File: src/rtl/cla_chunked_subtractor.sv
// Multi-cycle chunked subtractor: o_data = i_data_one - i_data_two.
// One CLA slice (a + ~b + cin) is resolved per cycle, with the carry held between cycles.
//
// Ports:
//   i_clk, i_rst          rising-edge clock, synchronous active-high reset
//   i_valid / o_ready     operand handshake (o_ready high only in IDLE)
//   i_data_one/_two       minuend / subtrahend
//   o_valid / i_ready     result handshake (result held under backpressure)
//   o_data                difference modulo 2^DATA_WIDTH
//   o_borrow              unsigned borrow (inverse of the final carry)
//   o_overflow            signed overflow, present only with CLA_SUB_OVERFLOW_EN
//
// Build option: define CLA_SUB_OVERFLOW_EN to add the o_overflow port and its logic.

module cla_chunked_subtractor #(
  parameter int DATA_WIDTH  = 32,
  parameter int CHUNK_WIDTH = 8
) (
  input  logic                  i_clk,
  input  logic                  i_rst,
  input  logic                  i_valid,
  output logic                  o_ready,
  input  logic [DATA_WIDTH-1:0] i_data_one,
  input  logic [DATA_WIDTH-1:0] i_data_two,
  output logic                  o_valid,
  input  logic                  i_ready,
  output logic [DATA_WIDTH-1:0] o_data,
`ifdef CLA_SUB_OVERFLOW_EN
  output logic                  o_overflow,
`endif
  output logic                  o_borrow
);

  localparam int NUM_CHUNKS = DATA_WIDTH / CHUNK_WIDTH;
  localparam int IDX_W = (NUM_CHUNKS > 1) ? $clog2(NUM_CHUNKS) : 1;

  if ((DATA_WIDTH % CHUNK_WIDTH) != 0) begin : g_bad_cfg
    $error("DATA_WIDTH must be a multiple of CHUNK_WIDTH");
  end

  typedef enum logic [1:0] {
    S_IDLE,
    S_CALC,
    S_DONE
  } state_e;

  state_e                  state_q;
  logic [IDX_W-1:0]        idx_q;
  logic                    carry_q;
  logic [DATA_WIDTH-1:0]   a_q;
  logic [DATA_WIDTH-1:0]   b_q;
  logic [DATA_WIDTH-1:0]   res_q;
  logic [DATA_WIDTH-1:0]   res_d;
  logic [DATA_WIDTH-1:0]   data_q;
  logic                    borrow_q;
  logic                    valid_q;
  logic                    ready_q;
`ifdef CLA_SUB_OVERFLOW_EN
  logic                    ovf_q;
  logic                    ovf_d;
`endif

  logic [CHUNK_WIDTH-1:0]  a_sl;
  logic [CHUNK_WIDTH-1:0]  nb_sl;
  logic [CHUNK_WIDTH-1:0]  g;
  logic [CHUNK_WIDTH-1:0]  p;
  logic [CHUNK_WIDTH:0]    c;
  logic [CHUNK_WIDTH-1:0]  sum;
  logic                    cout;
  logic                    last;

  // Current slice; subtraction is a + ~b with carry-in seeded to 1.
  always_comb begin
    a_sl  = a_q[idx_q*CHUNK_WIDTH +: CHUNK_WIDTH];
    nb_sl = ~b_q[idx_q*CHUNK_WIDTH +: CHUNK_WIDTH];
    g     = a_sl & nb_sl;
    p     = a_sl ^ nb_sl;
  end

  // Lookahead carries: every c[i+1] is a flat sum of products of
  // g/p and the slice carry-in, so no carry ripples bit to bit.
  always_comb begin : p_cla
    logic pr;
    pr   = 1'b1;
    c    = '0;
    c[0] = carry_q;
    for (int i = 0; i < CHUNK_WIDTH; i++) begin
      c[i+1] = g[i];
      pr     = p[i];
      for (int j = i - 1; j >= 0; j--) begin
        c[i+1] = c[i+1] | (pr & g[j]);
        pr     = pr & p[j];
      end
      c[i+1] = c[i+1] | (pr & carry_q);
    end
  end

  always_comb begin
    sum   = p ^ c[CHUNK_WIDTH-1:0];
    cout  = c[CHUNK_WIDTH];
    last  = (int'(idx_q) == NUM_CHUNKS - 1);
    res_d = res_q;
    res_d[idx_q*CHUNK_WIDTH +: CHUNK_WIDTH] = sum;
  end

`ifdef CLA_SUB_OVERFLOW_EN
  // The final slice carries the MSB of the difference.
  always_comb begin
    ovf_d = (a_q[DATA_WIDTH-1] != b_q[DATA_WIDTH-1]) &
            (sum[CHUNK_WIDTH-1] != a_q[DATA_WIDTH-1]);
  end
`endif

  always_ff @(posedge i_clk) begin
    if (i_rst) begin
      state_q  <= S_IDLE;
      idx_q    <= '0;
      carry_q  <= 1'b1;
      a_q      <= '0;
      b_q      <= '0;
      res_q    <= '0;
      data_q   <= '0;
      borrow_q <= 1'b0;
      valid_q  <= 1'b0;
      ready_q  <= 1'b1;
`ifdef CLA_SUB_OVERFLOW_EN
      ovf_q    <= 1'b0;
`endif
    end else begin
      unique case (state_q)
        S_IDLE: begin
          if (i_valid && ready_q) begin
            a_q     <= i_data_one;
            b_q     <= i_data_two;
            idx_q   <= '0;
            carry_q <= 1'b1;
            ready_q <= 1'b0;
            state_q <= S_CALC;
          end
        end
        S_CALC: begin
          res_q   <= res_d;
          carry_q <= cout;
          idx_q   <= idx_q + 1'b1;
          if (last) begin
            data_q   <= res_d;
            borrow_q <= ~cout;
`ifdef CLA_SUB_OVERFLOW_EN
            ovf_q    <= ovf_d;
`endif
            valid_q  <= 1'b1;
            state_q  <= S_DONE;
          end
        end
        S_DONE: begin
          if (i_ready) begin
            valid_q <= 1'b0;
            ready_q <= 1'b1;
            state_q <= S_IDLE;
          end
        end
        default: begin
          valid_q <= 1'b0;
          ready_q <= 1'b1;
          state_q <= S_IDLE;
        end
      endcase
    end
  end

  assign o_ready    = ready_q;
  assign o_valid    = valid_q;
  assign o_data     = data_q;
  assign o_borrow   = borrow_q;
`ifdef CLA_SUB_OVERFLOW_EN
  assign o_overflow = ovf_q;
`endif

endmodule
File: config.mk
export PLATFORM = sky130hd
export DESIGN_NAME = cla_chunked_subtractor
export DESIGN_NICKNAME = d
export VERILOG_FILES = /design/src/rtl/cla_chunked_subtractor.sv
export SDC_FILE = /design/constraint.sdc
export NUM_CORES = 1
export LEC_CHECK = 0
export ABC_CLOCK_PERIOD_IN_PS = 7200
export CAP_MARGIN = 15
export CORE_MARGIN = 5
export CORE_UTILIZATION = 57
export CTS_CLUSTER_SIZE = 20
export DETAILED_ROUTE_END_ITERATION = 8
export GPL_ROUTABILITY_DRIVEN = 0
export PLACE_DENSITY_LB_ADDON = 0.3
export SYNTH_ARGS = -nofsm -noshare
export SYNTH_HDL_FRONTEND = slang
export SYNTH_SLANG_ARGS = --single-unit
File: constraint.sdc
create_clock -name i_clk -period 7.2 [get_ports i_clk]
set_input_delay 1.44 -clock i_clk [delete_from_list [all_inputs] [get_ports i_clk]]
set_output_delay 1.44 -clock i_clk [all_outputs]
set_load 0.05 [all_outputs]
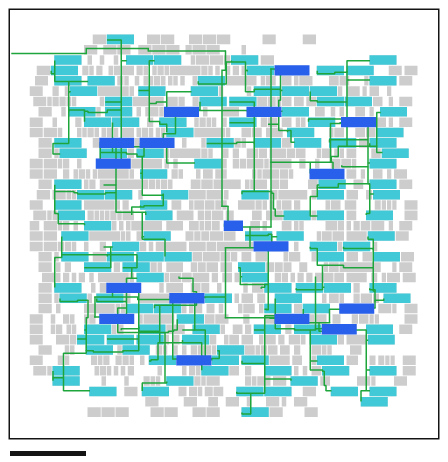
*Clock distribution, run 1*
Scale bar: 20 um.
- clock drivers: blue (count 17)
- flip-flops: cyan (count 136)
- clock wires: green (length 1630 um)
- routed clock nets: 18
clock network power: 847 uW
worst clock skew: 0.00706 ns

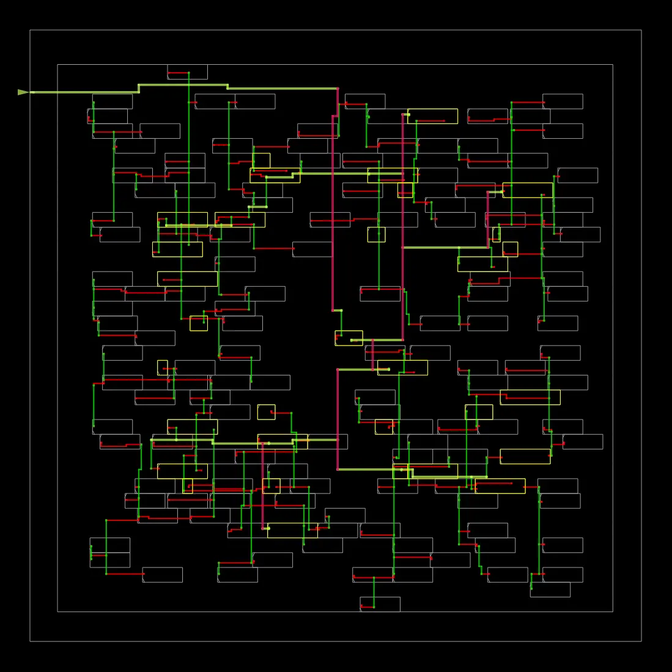
*The clock network, run 1*
clock buffers created by TritonCTS: 17
total number of clock tree sinks: 136
clk_lat worst skew: 0.52 ns
clock buffer instance count of the final layout: 19

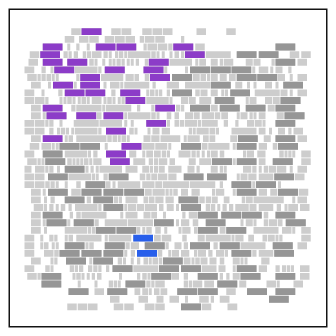
*Sequential cells grouped by signal name, run 1*
- state_q: blue (flops 2)
- b_q: purple (flops 32)
- not coloured: 102
area taken by flip-flops and latches: 0.00272 mm^2
power in sequential cells: 812 uW
sequential cell area share: 36.1%
final core utilization: 73.3%

==> run_summary.xml, run 1 <==
<?xml version="1.0" encoding="UTF-8"?>
<metrics>
  <group name="drt">
    <metric name="wl_per_cell" unit="um">16.6</metric>
    <metric name="drc" unit="">0</metric>
  </group>
  <group name="setup_path">
    <metric name="critPathMaxFanout" unit="">21</metric>
    <metric name="startpoint_type" unit="">flip-flop</metric>
  </group>
  <group name="power_and_ir_drop">
    <metric name="total_power" unit="mW">2.00</metric>
    <metric name="cellLeakagePower" unit="nW">2.71</metric>
  </group>
  <group name="yosys">
    <metric name="yosys_warnings" unit="">0</metric>
    <metric name="yosys-stat-area" unit="mm^2">0.00598</metric>
    <metric name="syn-instance-count" unit="">683</metric>
    <metric name="post_synth_num_cell_types" unit="">49</metric>
    <metric name="floorplan.nets" unit="">767</metric>
    <metric name="ys_seq_share" unit="%">45.5</metric>
    <metric name="postSynth.asyncResetShare" unit="%">0</metric>
    <metric name="multiplexer_share_of_the_synthesized_area" unit="%">6.03</metric>
    <metric name="synth-seq-cells" unit="">136</metric>
    <metric name="synthesis.area" unit="mm^2">0.00598</metric>
  </group>
  <group name="clock_tree">
    <metric name="clockRootBuffer" unit="">clkbuf_8</metric>
  </group>
  <group name="global_route">
    <metric name="globalRouteTotalUtil" unit="%">24.3</metric>
    <metric name="global_route.overflow_total" unit="">0</metric>
  </group>
  <group name="timing">
    <metric name="finalHoldViolations" unit="">0</metric>
    <metric name="timing.final.crit_share" unit="%">48.8</metric>
    <metric name="finalCriticalPeriod" unit="ns">3.51</metric>
  </group>
  <group name="cells_and_area">
    <metric name="drive_above_1_share" unit="%">9.21</metric>
  </group>
  <group name="outcome">
    <metric name="outcome" unit="">complete, no violations</metric>
  </group>
</metrics>
-- run 1: power by group --
group	switching (mW)	internal, mW
registers	0.0229	0.789
logic	0.210	0.128
clock network	0.341	0.506
total	0.574	1.42
-- run 1: state kept, by name, summed over array words and instances (netlist names) --
register / flops
o_data: 32
res_q: 32
idx_q: 2
o_ready: 1
a_q: 32
carry_q: 1
o_borrow: 1
o_valid: 1
b_q: 32
state_q: 2
-- run 1: metal layers --
| layer | vias up | part of all wire, % | global-route usage, % |
|---|---|---|---|
| li1 | 2553 | - | - |
| met1 | 2516 | 40 | 28.4 |
| met2 | 188 | 51 | 42.8 |
| met3 | 29 | 6.5 | 6.31 |
| met4 | 0 | 2.3 | 9.05 |
| met5 | - | 0 | 0 |
-- run 1: stage by stage --
step                      hold slack [ns]  cells
after detailed placement            0.445    875
after global routing                0.472    907
after global placement              0.439    875
after floorplan                     0.433    683
after CTS                           0.458    907
final                               0.456    907
-- run 1: kinds of logic (layout without fill, tap and decap cells) --
group / after synthesis / count (layout)
compound gates: 179 / 179
xor+xnor: 2 / 2
fa+ha+maj: 16 / 16
buf+inv: 73 / 161
flops: 136 / 136
mux: 16 / 16
simple gates: 261 / 261
-- run 1: final cells by class --
type,instances,share of cell area (%)
multi-input cells,474,38.8
well taps,136,2.26
clock inverters,13,1.93
inverters,22,1.10
clock buffers,19,5.73
flip-flops and latches,136,36.1
repair buffers,107,14.0
-- run 1: cells in the mapped netlist, drive strengths merged (2+ instances only) --
cell type / count / share of area [%]
o21a: 2 / 0.25
a221oi: 12 / 2.2
nor3: 14 / 1.8
clkbuf: 28 / 1.9
a31o: 3 / 0.44
nand2: 140 / 8.8
a31oi: 5 / 0.73
and2: 6 / 0.65
xnor2: 2 / 0.29
nand3: 11 / 0.92
nor2: 68 / 4.3
buf: 22 / 2.1
ha: 15 / 3.1
a211oi: 34 / 4.3
nor2b: 3 / 0.31
nand2b: 2 / 0.21
inv: 21 / 1.3
a21oi: 80 / 6.7
and3: 4 / 0.42
a21o: 3 / 0.38
nand3b: 2 / 0.25
o21ai: 9 / 0.75
mux4: 16 / 6.0
a22oi: 20 / 2.5
dfxtp: 136 / 46
nand4: 5 / 0.52
nor4: 3 / 0.56
a32oi: 8 / 1.2
-- run 1: worst paths after layout --
check,start,end,slack (ns),depth (start not counted)
worst max-delay path,idx_q[1],o_data[22],3.69,7
worst min-delay path,a_q[25],a_q[25],0.46,2
worst max register to register,idx_q[1],o_data[22],3.69,7
worst min register to register,a_q[25],a_q[25],0.46,2
-- run 1: worst max-delay path, stage by stage (launching register included) --
cell and delay, ns:
dfxtp_1 1.01, mux4_2 0.61, ha_1 0.42, and2_2 0.23, a31o_1 0.22, or4_1 0.56
a31oi_2 0.21, a211oi_1 0.10
### Pin placement, run 1

Pins as bars across the die edge, other pins in grey.
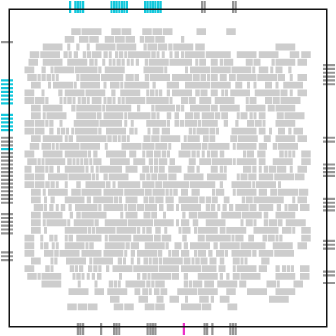

--- run 2 (diff from run 1) ---
Settings changed: ABC_CLOCK_PERIOD_IN_PS 7200 to 2850, CORE_UTILIZATION 57 to 48.
Clock period 7.2 ns to 2.85 ns, I/O delays scaled along.
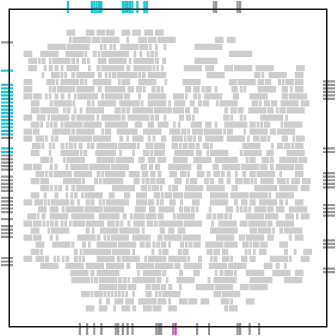
*Pin placement, run 2*
Pins as bars across the die edge, other pins in grey.
- i_data_two: cyan (pins 32; direction input; edge 18 left, 14 top)
- o_borrow: magenta (pins 1; direction output; edge bottom)
- all pins by edge: 43 left, 22 right, 20 bottom, 18 top
width of the die: 122 um
count of buffers inserted at the top-level ports: 102
die y size: 122 um

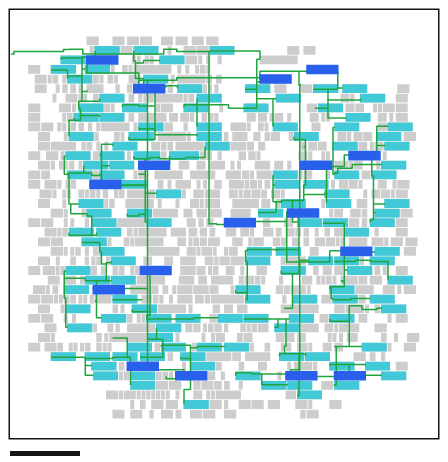
*Clock distribution, run 2*
Scale bar: 20 um.
- clock wires: green (length 1590 um)
- flip-flops: cyan (count 136)
- clock drivers: blue (count 17)
- routed clock nets: 18
worst clock skew: 0.00901 ns
clk_lat worst skew: 0.42 ns
clock network fraction of total power: 43.6%
clock network power: 2.35 mW

==> run 2 against run 1 <==
Compared with the run above:
- synthesized area is the same
- largest power group unchanged
- routed wire length is 3.9% higher
- non-clock buffer count is 19 higher
- highest routed layer unchanged
==> run_summary.xml, run 2 <==
<?xml version="1.0" encoding="UTF-8"?>
<metrics>
  <group name="yosys">
    <metric name="syn-instance-count" unit="">683</metric>
    <metric name="synth-seq-cells" unit="">136</metric>
    <metric name="multiplexer_share_of_the_synthesized_area" unit="%">6.03</metric>
    <metric name="synth.largest_area_cell" unit="">dfxtp_1</metric>
    <metric name="top_cell" unit="">nand2_1</metric>
    <metric name="synthesis.area" unit="mm^2">0.00598</metric>
    <metric name="postSynth.asyncResetShare" unit="%">0</metric>
    <metric name="yosys_warnings" unit="">0</metric>
    <metric name="post_synth_num_cell_types" unit="">49</metric>
    <metric name="ys_seq_share" unit="%">45.5</metric>
    <metric name="top_cells_by_count" unit="">nand2_1 (140), dfxtp_1 (136), a21oi_1 (80)</metric>
    <metric name="yosys-stat-area" unit="mm^2">0.00598</metric>
    <metric name="floorplan.nets" unit="">767</metric>
    <metric name="topCellsByArea" unit="">dfxtp_1 (46%), nand2_1 (8.8%), a21oi_1 (6.7%)</metric>
  </group>
  <group name="clock_tree">
    <metric name="clockRootBuffer" unit="">clkbuf_16</metric>
    <metric name="cts_inserted_buffers" unit="">17</metric>
    <metric name="tritoncts" unit="">yes</metric>
    <metric name="clock_sink_count" unit="">136</metric>
  </group>
  <group name="timing">
    <metric name="timing.final.crit_share" unit="%">95.7</metric>
    <metric name="timing_max_transition_violations_final" unit="">0</metric>
    <metric name="timing.max_slew.rel_slack" unit="%">42.8</metric>
    <metric name="timing.setup.tns" unit="ns">0</metric>
    <metric name="finalCriticalPeriod" unit="ns">2.73</metric>
  </group>
  <group name="setup_path">
    <metric name="cp_common_cell" unit="">buf_12</metric>
    <metric name="cp_slowest_stage_delay" unit="ns">0.51</metric>
    <metric name="length_in_cells_of_the_worst_reg_to_reg_path" unit="">9</metric>
    <metric name="startpoint_type" unit="">flip-flop</metric>
    <metric name="cp_delay_by_family_top" unit="">AND-OR/OR-AND gates</metric>
    <metric name="slowest_stage" unit="">mux4_2</metric>
    <metric name="critPathMaxFanout" unit="">9</metric>
    <metric name="worstPathCellList" unit="">buf_12 -&gt; mux4_2 -&gt; ha_1 -&gt; a211o_1 -&gt; nand4_1 -&gt; a311oi_4 -&gt; buf_12 -&gt; a221oi_2 -&gt; nor3_2</metric>
    <metric name="endpoint_of_the_lowest_slack_register_to_register_path" unit="">o_data[29]</metric>
    <metric name="r2r_slack" unit="ns">0.12</metric>
    <metric name="worst_r2r_startpoint" unit="">idx_q[0]</metric>
  </group>
  <group name="drt">
    <metric name="drc" unit="">0</metric>
    <metric name="detail_route.first_pass.iterations" unit="">5</metric>
    <metric name="wl_per_cell" unit="um">16.3</metric>
  </group>
  <group name="min_path">
    <metric name="hp-start" unit="">a_q[0]</metric>
    <metric name="min_to" unit="">a_q[0]</metric>
    <metric name="worstHoldPathCells" unit="">2</metric>
  </group>
  <group name="placed_design">
    <metric name="detailed_place.area" unit="mm^2">0.00722</metric>
  </group>
  <group name="outcome">
    <metric name="outcome" unit="">complete, no violations</metric>
  </group>
  <group name="global_route">
    <metric name="globalRouteTotalUtil" unit="%">21.8</metric>
    <metric name="global_route.overflow_total" unit="">0</metric>
  </group>
  <group name="cells_and_area">
    <metric name="drive_above_1_share" unit="%">12.7</metric>
  </group>
</metrics>
run 2: final cells by class:
cell class / instances / area [um^2] / area share (%)
clock buffers: 21 / 470 / 5.95
clock inverters: 11 / 168 / 2.12
inverters: 22 / 82.6 / 1.04
multi-input cells: 474 / 2980 / 37.6
flip-flops and latches: 136 / 2730 / 34.5
well taps: 168 / 210 / 2.66
repair buffers: 126 / 1270 / 16.1
run 2: how the worst max path moves through the flow:
stage	from	end	slack [ns]	cells after the start
after detailed placement	idx_q[0]	o_data[6]	-0.10	8
after floorplan	idx_q[0]	o_data[22]	0.01	10
after global routing	idx_q[0]	o_data[5]	-0.0005	10
final	idx_q[0]	o_data[29]	0.12	9
after CTS	idx_q[1]	o_data[23]	0.03	8
after global placement	idx_q[0]	o_data[22]	0.06	8
run 2: layer usage:
layer  GRT usage [%]  share of wire (%)
met1            25.9                 43
met2            36.2                 49
met3            5.80                5.4
met4            11.3                3.4
met5               0                  0
run 2: stage by stage:
| step | instances | hold WS (ns) | utilization, % | power (mW) | worst slack [ns] |
|---|---|---|---|---|---|
| 3_5_place_dp | 925 | 0.448 | 59.6 | 3.03 | -0.103 |
| 4_1_cts | 957 | 0.456 | 64.9 | 5.37 | 0.0295 |
| 3_3_place_gp | 925 | 0.443 | 59.6 | 3.00 | 0.0623 |
| 5_1_grt | 958 | 0.470 | 65.3 | 5.58 | -0.000469 |
| 6_report | 958 | 0.456 | 65.3 | 5.39 | 0.123 |
| 2_1_floorplan | 683 | 0.433 | - | 2.67 | 0.0148 |
run 2: tightest hold or removal path: cells and delay by family, from the launching register on:
| family | cells | cell delay, ns |
|---|---|---|
| simple gates | 1 | 0.05 |
| compound gates | 1 | 0.05 |
| flops | 1 | 0.30 |
run 2: where the power goes:
group	internal, mW	switching, mW	total [mW]
Combinational	0.430	0.555	0.985
Sequential	1.99	0.0594	2.05
Clock	1.53	0.815	2.35
Total	3.96	1.43	5.39
run 2: what timing repair did:
action | in CTS | in global routing
pin swaps | 0 | 1
resized | 2 | 9
buffers inserted | 0 | 1
endpoints found under the setup margin | 7 | 32
run 2: logic make-up after synthesis:
group,after synthesis
AND-OR/OR-AND,179
XOR/XNOR,2
adder cells (fa/ha/maj),16
buffers and inverters,73
flip-flops,136
multiplexers,16
AND/OR/NAND/NOR,261
### Sequential cells grouped by signal name, run 2

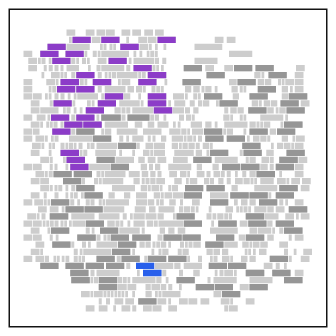

--- run 3 (diff from run 2) ---
Settings changed: CORE_MARGIN 5 to default.
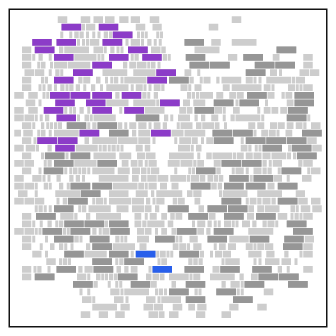
*Sequential cells grouped by signal name, run 3*
- b_q: purple (flops 32)
- state_q: blue (flops 2)
- not coloured: 102
sequential cell area share: 34.6%
area taken by flip-flops and latches: 0.00273 mm^2

==> run 3 against run 2 <==
Compared with the run above:
- via count shrank 0.36%
- synthesized cell count unchanged
- sequential power about the same
- routed wire length is 3.5% lower
- critical path type unchanged
- highest routed layer unchanged
==> run_summary.xml, run 3 <==
<?xml version="1.0" encoding="UTF-8"?>
<metrics>
  <group name="yosys">
    <metric name="floorplan.nets" unit="">767</metric>
    <metric name="flop_cell" unit="">dfxtp_1</metric>
    <metric name="ys_seq_share" unit="%">45.5</metric>
    <metric name="synth.largest_area_cell" unit="">dfxtp_1</metric>
    <metric name="top_cell" unit="">nand2_1</metric>
    <metric name="topCellsByArea" unit="">dfxtp_1 (46%), nand2_1 (8.8%), a21oi_1 (6.7%)</metric>
    <metric name="post_synth_num_cell_types" unit="">49</metric>
    <metric name="top_cells_by_count" unit="">nand2_1 (140), dfxtp_1 (136), a21oi_1 (80)</metric>
    <metric name="yosys_warnings" unit="">0</metric>
    <metric name="synth_top_area_share" unit="%">45.5</metric>
    <metric name="synth-seq-cells" unit="">136</metric>
    <metric name="syn-instance-count" unit="">683</metric>
    <metric name="synthesis.area" unit="mm^2">0.00598</metric>
    <metric name="yosys-stat-area" unit="mm^2">0.00598</metric>
  </group>
  <group name="setup_path">
    <metric name="critPathMaxFanout" unit="">8</metric>
    <metric name="startpoint_type" unit="">flip-flop</metric>
  </group>
  <group name="clock_tree">
    <metric name="cts_inserted_buffers" unit="">17</metric>
    <metric name="clockRootBuffer" unit="">clkbuf_16</metric>
    <metric name="clock_sink_count" unit="">136</metric>
    <metric name="clk_latency" unit="ns">0.42</metric>
    <metric name="tritoncts" unit="">yes</metric>
  </group>
  <group name="placed_design">
    <metric name="place_worst_setup_slack" unit="ns">-0.0934</metric>
    <metric name="dp.cells" unit="">926</metric>
    <metric name="detailed_place.area" unit="mm^2">0.00724</metric>
  </group>
  <group name="floorplanning">
    <metric name="fp.dieW" unit="um">114</metric>
    <metric name="fp.dieH" unit="um">114</metric>
    <metric name="pin_count" unit="">103</metric>
  </group>
  <group name="timing">
    <metric name="timing.final.crit_share" unit="%">97.0</metric>
    <metric name="timing_max_transition_violations_final" unit="">0</metric>
    <metric name="fin_ws" unit="ns">0.0846</metric>
    <metric name="timing.max_slew.rel_slack" unit="%">40.1</metric>
    <metric name="whs" unit="ns">0.455</metric>
  </group>
  <group name="drt">
    <metric name="detail_route.first_pass.iterations" unit="">5</metric>
    <metric name="postRouteAntennaNets" unit="">0</metric>
    <metric name="wl_per_cell" unit="um">15.7</metric>
    <metric name="drc" unit="">0</metric>
  </group>
  <group name="outcome">
    <metric name="outcome" unit="">complete, no violations</metric>
  </group>
  <group name="global_route">
    <metric name="globalRouteTotalUtil" unit="%">24.6</metric>
    <metric name="via_count_of_the_first_global_routing_pass" unit="">5158</metric>
    <metric name="global_route.overflow_total" unit="">0</metric>
  </group>
  <group name="cells_and_area">
    <metric name="stdcell_count" unit="">960</metric>
    <metric name="drive_above_1_share" unit="%">12.4</metric>
  </group>
</metrics>
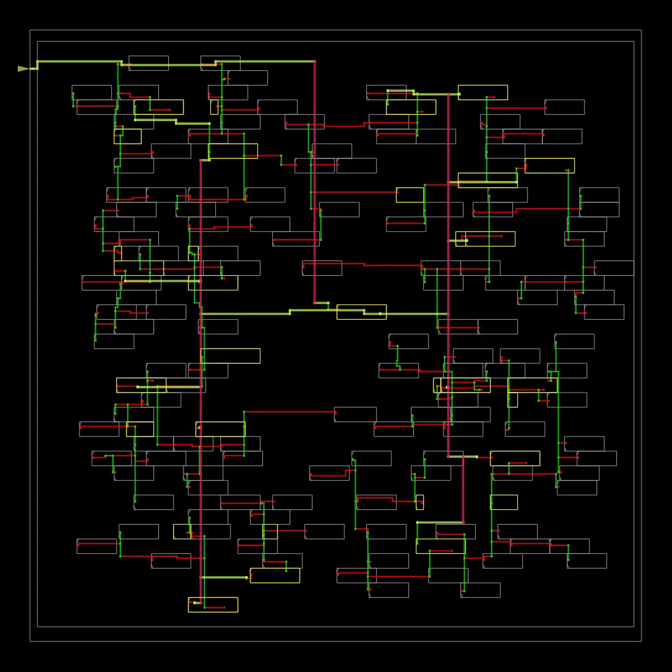
*The clock network, run 3*
clock network power: 2.16 mW
clock buffer instance count of the final layout: 25
FF+latch count: 136

## run 3: worst paths after layout
check             slack [ns]  cells after the start         end  startpoint
setup reg to reg        0.08                     11  o_data[29]    idx_q[0]
setup / recovery        0.08                     11  o_data[29]    idx_q[0]
hold reg to reg         0.45                      2      a_q[3]      a_q[3]
hold / removal          0.45                      2      a_q[3]      a_q[3]
## run 3: stage by stage
step,utilization [%],power [mW]
final,65.4,5.21
after global routing,65.4,5.41
after CTS,65.0,5.20
after detailed placement,60.0,3.04
after global placement,60.0,3.01
after floorplan,-,2.67
## run 3: logic make-up after synthesis
family	Yosys count	synth area share, %
AND-OR/OR-AND	179	20.1
XOR/XNOR	2	0.293
adder cells (fa/ha/maj)	16	3.47
buffers and inverters	73	5.56
flip-flops	136	45.5
multiplexers	16	6.03
AND/OR/NAND/NOR	261	19.1
## run 3: metal layers
layer	track usage, %	up-vias	wire length (um)
li1	-	2588	-
met4	14.4	0	496
met5	0	-	0
met3	5.26	39	795
met1	29.4	2490	6330
met2	40.7	198	7440
## run 3: area by class of cell
class                   instances  area [um^2]
multi-input cells             474         2980
clock inverters                 7         91.3
well taps                     168          210
fillers                       980         4180
clock buffers                  25          495
repair buffers                128         1300
inverters                      22         82.6
flip-flops and latches        136         2730
## run 3: power breakdown
group          switching, mW  internal [mW]  leakage, nW  total [mW]
Sequential            0.0582           1.99         1.11        2.05
Clock                  0.783           1.38        0.287        2.16
Combinational          0.558          0.439         1.47       0.997
## run 3: critical path, stage by stage (launching register included)
cell and delay [ns]:
dfxtp_4 0.41, buf_4 0.14, mux4_2 0.48, inv_1 0.13, ha_4 0.22, a21o_1 0.20
a31o_1 0.23, buf_4 0.14, a311oi_4 0.32, buf_12 0.17, a221oi_2 0.06, nor3_2 0.17
## run 3: repair_timing
item	in CTS	in global routing
buffers inserted	0	2
hold endpoints to repair	0	0
resized	3	7
setup endpoints to repair	12	22
pin swaps	0	2

==> gallery <==
Routed metal, one colour a layer.
Scale bar: 20 um.
Plate I
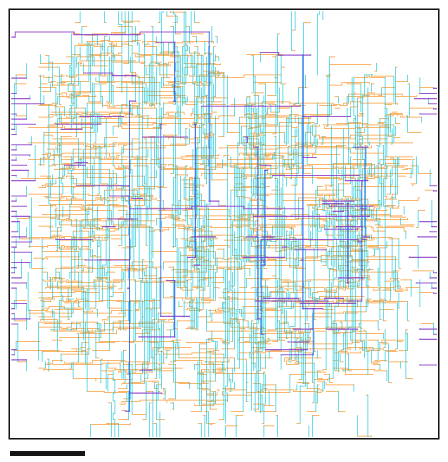
Plate II
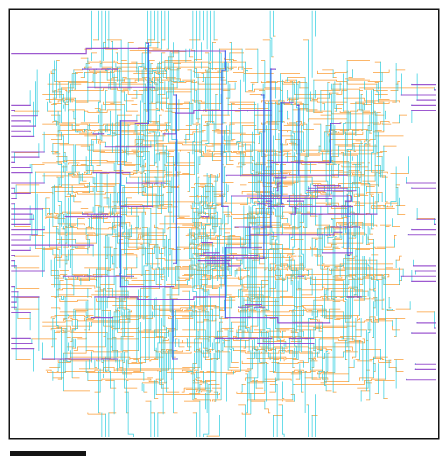
run 1 -> Plate II
run 3 -> Plate I

No activity file was given, so power comes from the tool's default toggle rates.
